Fig. 1: placed cells, one colour a class
Fill, decap, tap and diode cells in grey.
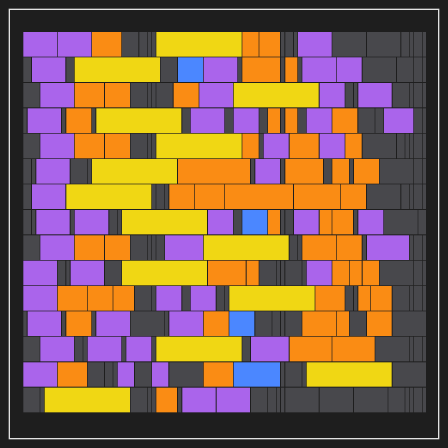
Fig. 2: signal metal coverage by tile
Scale bar: 10 um. 9 x 9 tiles, from black (low) to pale yellow (high), scaled to the fullest tile. Values are wire area over tile area, all layers added.
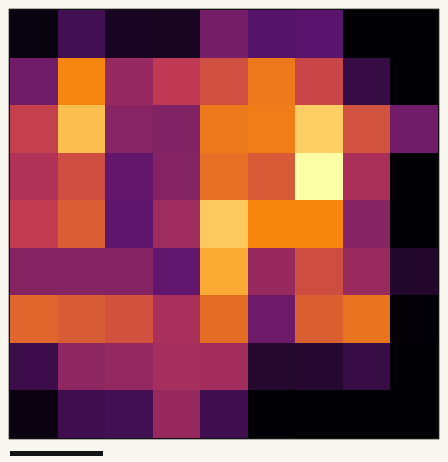
Fig. 3: cell outlines without signal wires
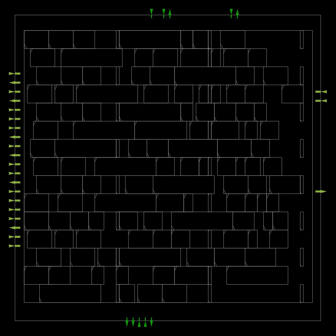
Fig. 4: routed metal, one colour a layer
Scale bar: 10 um. Only two layers are drawn.
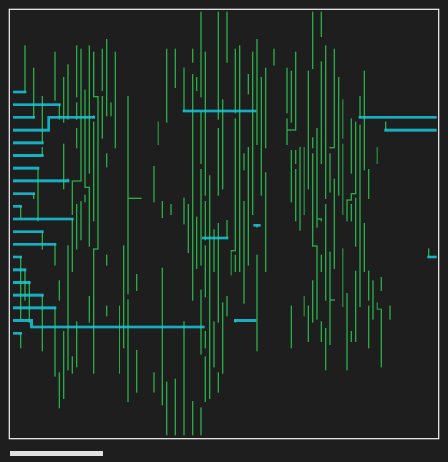
## src/rtl/mux_arb_pkg.sv

```systemverilog
// mux_arb_pkg: shared owner-state and source encodings for the round-robin mux arbiter.
package mux_arb_pkg;
    typedef enum logic [1:0] {OWN_IDLE, OWN_A, OWN_B} owner_e;
    typedef enum logic {SRC_A = 1'b0, SRC_B = 1'b1} src_e;
endpackage

```

## src/rtl/mux_arb_grant.sv

```systemverilog
// mux_arb_grant: combinational grant decision from owner state, burst count and request valids.
module mux_arb_grant
    import mux_arb_pkg::*;
#(
    parameter int MAX_BURST = 4,
    parameter int CNT_W     = $clog2(MAX_BURST + 1)
) (
    input  owner_e           state_i,
    input  logic [CNT_W-1:0] burst_cnt_i,
    input  logic             a_valid_i,
    input  logic             b_valid_i,
    output src_e             grant_o,
    output logic             has_grant_o
);
    localparam logic [CNT_W-1:0] MaxCnt = CNT_W'(MAX_BURST);
    logic exhausted;
    src_e contended;
    always_comb begin
        exhausted   = burst_cnt_i >= MaxCnt;
        // Under contention the owner keeps the mux until its burst is used up.
        contended   = state_i == OWN_B ? (exhausted ? SRC_A : SRC_B) :
                      state_i == OWN_A ? (exhausted ? SRC_B : SRC_A) : SRC_A;
        grant_o     = (a_valid_i && b_valid_i) ? contended : (b_valid_i ? SRC_B : SRC_A);
        has_grant_o = a_valid_i || b_valid_i;
    end
endmodule

```

## src/rtl/mux_rr_arbiter.sv

```systemverilog
// mux_rr_arbiter: two valid/ready requesters share one registered 2:1 mux,
// sequenced by a round-robin owner FSM with a per-owner burst limit.
module mux_rr_arbiter
    import mux_arb_pkg::*;
#(
    parameter int DATA_W    = 8,
    parameter int MAX_BURST = 4
) (
    input  logic              clk,
    input  logic              reset_n,
    input  logic              a_valid_i,
    input  logic [DATA_W-1:0] a_data_i,
    output logic              a_ready_o,
    input  logic              b_valid_i,
    input  logic [DATA_W-1:0] b_data_i,
    output logic              b_ready_o,
    output logic              y_valid_o,
    output logic [DATA_W-1:0] y_data_o,
    output logic              y_src_o,
    input  logic              y_ready_i
);
    localparam int CNT_W = $clog2(MAX_BURST + 1);
    localparam logic [CNT_W-1:0] MaxCnt = CNT_W'(MAX_BURST);

    owner_e            state_q, state_d;
    logic [CNT_W-1:0]  cnt_q, cnt_d;
    logic              y_valid_q, y_valid_d;
    logic [DATA_W-1:0] y_data_q, y_data_d;
    src_e              y_src_q, y_src_d, grant;
    logic              has_grant, can_load, xfer, same_owner;

    mux_arb_grant #(.MAX_BURST(MAX_BURST), .CNT_W(CNT_W)) u_grant (
        .state_i    (state_q),
        .burst_cnt_i(cnt_q),
        .a_valid_i  (a_valid_i),
        .b_valid_i  (b_valid_i),
        .grant_o    (grant),
        .has_grant_o(has_grant)
    );

    always_comb begin
        can_load   = !y_valid_q || y_ready_i;
        xfer       = can_load && has_grant;
        same_owner = (grant == SRC_A && state_q == OWN_A) || (grant == SRC_B && state_q == OWN_B);
        state_d    = !xfer ? state_q : (grant == SRC_B ? OWN_B : OWN_A);
        cnt_d      = !xfer ? cnt_q : !same_owner ? CNT_W'(1) :
                     (cnt_q == MaxCnt ? cnt_q : cnt_q + CNT_W'(1));
        y_valid_d  = xfer || (y_valid_q && !y_ready_i);
        y_data_d   = xfer ? (grant == SRC_B ? b_data_i : a_data_i) : y_data_q;
        y_src_d    = xfer ? grant : y_src_q;
    end

    always_ff @(posedge clk or negedge reset_n) begin
        if (!reset_n) begin
            state_q   <= OWN_IDLE;
            cnt_q     <= '0;
            y_valid_q <= 1'b0;
            y_data_q  <= '0;
            y_src_q   <= SRC_A;
        end else begin
            state_q   <= state_d;
            cnt_q     <= cnt_d;
            y_valid_q <= y_valid_d;
            y_data_q  <= y_data_d;
            y_src_q   <= y_src_d;
        end
    end

    // Readies are forced low while reset is held, since can_load is 1 then.
    assign a_ready_o = reset_n && xfer && grant == SRC_A;
    assign b_ready_o = reset_n && xfer && grant == SRC_B;
    assign y_valid_o = y_valid_q;
    assign y_data_o  = y_data_q;
    assign y_src_o   = y_src_q;
endmodule

```

## config.mk

```make
export PLATFORM = sky130hd
export DESIGN_NAME = mux_rr_arbiter
export DESIGN_NICKNAME = d
export VERILOG_FILES = /design/src/rtl/mux_arb_pkg.sv /design/src/rtl/mux_arb_grant.sv /design/src/rtl/mux_rr_arbiter.sv
export SDC_FILE = /design/constraint.sdc
export NUM_CORES = 1
export LEC_CHECK = 0
export CAP_MARGIN = 20
export CORE_UTILIZATION = 41
export DETAILED_ROUTE_END_ITERATION = 8
export PLACE_DENSITY = 0.77
export SKIP_LAST_GASP = 1
export SLEW_MARGIN = 20
export SYNTH_ARGS = -nofsm -noshare
export SYNTH_HDL_FRONTEND = slang
export SYNTH_SLANG_ARGS = --single-unit
```

## constraint.sdc

```tcl
create_clock -name clk -period 1.89 [get_ports clk]
set_clock_uncertainty 0.05 [all_clocks]
set_input_delay 0.378 -clock clk [delete_from_list [all_inputs] [get_ports clk]]
set_output_delay 0.378 -clock clk [all_outputs]
set_load 0.01 [all_outputs]
```

==> impl_metrics.yaml <==
# implementation run metrics
status:
  status: "complete, but fails checks"
  violations: "setup timing"
synth:
  ys_seq_elements: 14
  mux_share_pct: 0
  common_cells: "dfrtp_1 (14), a21o_1 (10), a22o_1 (8)"
clock_network:
  clockBufferDepth: 2
  clock_sinks: 14
  htreeDepth: 1
setup_path:
  critical_path_class: "flip-flop to output pin"
  cp-start-kind: "flip-flop"
  cp-end-kind: "output pin"
global_route:
  grt_pass1_vias: 817
  grt_use_total_pct: 23.8
die:
  fp_util_pct: 44.7
  die_h_um: 45.8
final_layout:
  diodes: 0
  finalNetCount: 144
timing:
  worst_slack_ns: -0.0829
  setup_viol: 2
  hold_viol_final: 0
  finalCritPeriodShare_pct: 104
  tns_ns: -0.149
power:
  power.internal_mw: 0.807
job:
  warning_count: 29
route:
  drt-met1-wl_um: 850
  wl_met3_um: 107
## Picture notes: Fig. 1
Key: yellow = flip-flops [cells 14]; purple = other buffers and delay cells [cells 48]; orange = all other logic [cells 54]; blue = clock drivers and dummy loads [cells 4]
flip-flop and latch share of the layout cell area: 27.4%
fin area: 1280 um^2
Core Box Area: 1760 um^2
row count: 15

## Picture notes: Fig. 2
14% of the tiles are nearly empty. 35% of the tiles are over half the peak. The emptiest ninth of the die: bottom right. The mean over all tiles is 0.16. The densest ninth of the die: middle.

## Picture notes: Fig. 3
Seq cells: 14
fill cell count: 144
final std cells w/o fill: 145
final core utilization: 72.5%
Tapcell Cnt: 25

## Picture notes: Fig. 4
Key: green = met2 [wire length 1070 um]; cyan = met3 [wire length 107 um]

## layout make-up
| cell class | count | area, um^2 | share of cell area [%] |
|---|---|---|---|
| clock buffer | 4 | 36.3 | 2.84 |
| inverter | 3 | 11.3 | 0.881 |
| multi-input combinational | 51 | 410 | 32.1 |
| sequential | 14 | 350 | 27.4 |
| tap | 25 | 31.3 | 2.45 |
| timing repair buffer | 48 | 439 | 34.3 |
## critical path: stages, from the launching register on
cell and delay, ns:
dfrtp_1 0.40, buf_6 0.14, nand4bb_1 0.22, o2111a_1 0.21, and2_1 0.14, buf_2 0.13
## cells in the final DEF (no fill, tap or decap)
cell              n
o21a_1            1
clkbuf_8          1
a22oi_1           1
a31oi_1           1
o2111a_1          1
a21o_1           10
nand3b_1          1
nand2_1           3
a21oi_1           3
nor3b_1           1
nand3b_4          1
a32o_1            1
and3_1            1
buf_6             2
nand4b_1          1
nor3_1            1
ha_1              2
o311ai_0          1
clkdlybuf4s50_1  28
o21ai_0           2
a22o_1            8
nand4bb_1         1
clkbuf_4          3
or3b_4            1
dlygate4sd2_1     1
nand2b_4          1
a31oi_4           1
nor2_1            3
inv_1             3
buf_2             2
nand2_2           1
dfrtp_1          14
dlymetal6s2s_1    1
o211a_1           1
buf_4            14
and2_1            2
## worst min-delay path by stage
stage | from | end | slack [ns] | cells past startpoint
6_report | reset_n | y_data_o[0] | 0.37 | 2
5_1_grt | reset_n | cnt_q[1] | 0.40 | 2
3_3_place_gp | cnt_q[1] | cnt_q[1] | 0.46 | 1
4_1_cts | reset_n | y_data_o[0] | 0.37 | 2
3_5_place_dp | cnt_q[1] | cnt_q[1] | 0.47 | 1
2_1_floorplan | reset_n | cnt_q[0] | 0.03 | 0
Power figures rest on the tool's default switching activity, not on a simulated workload.
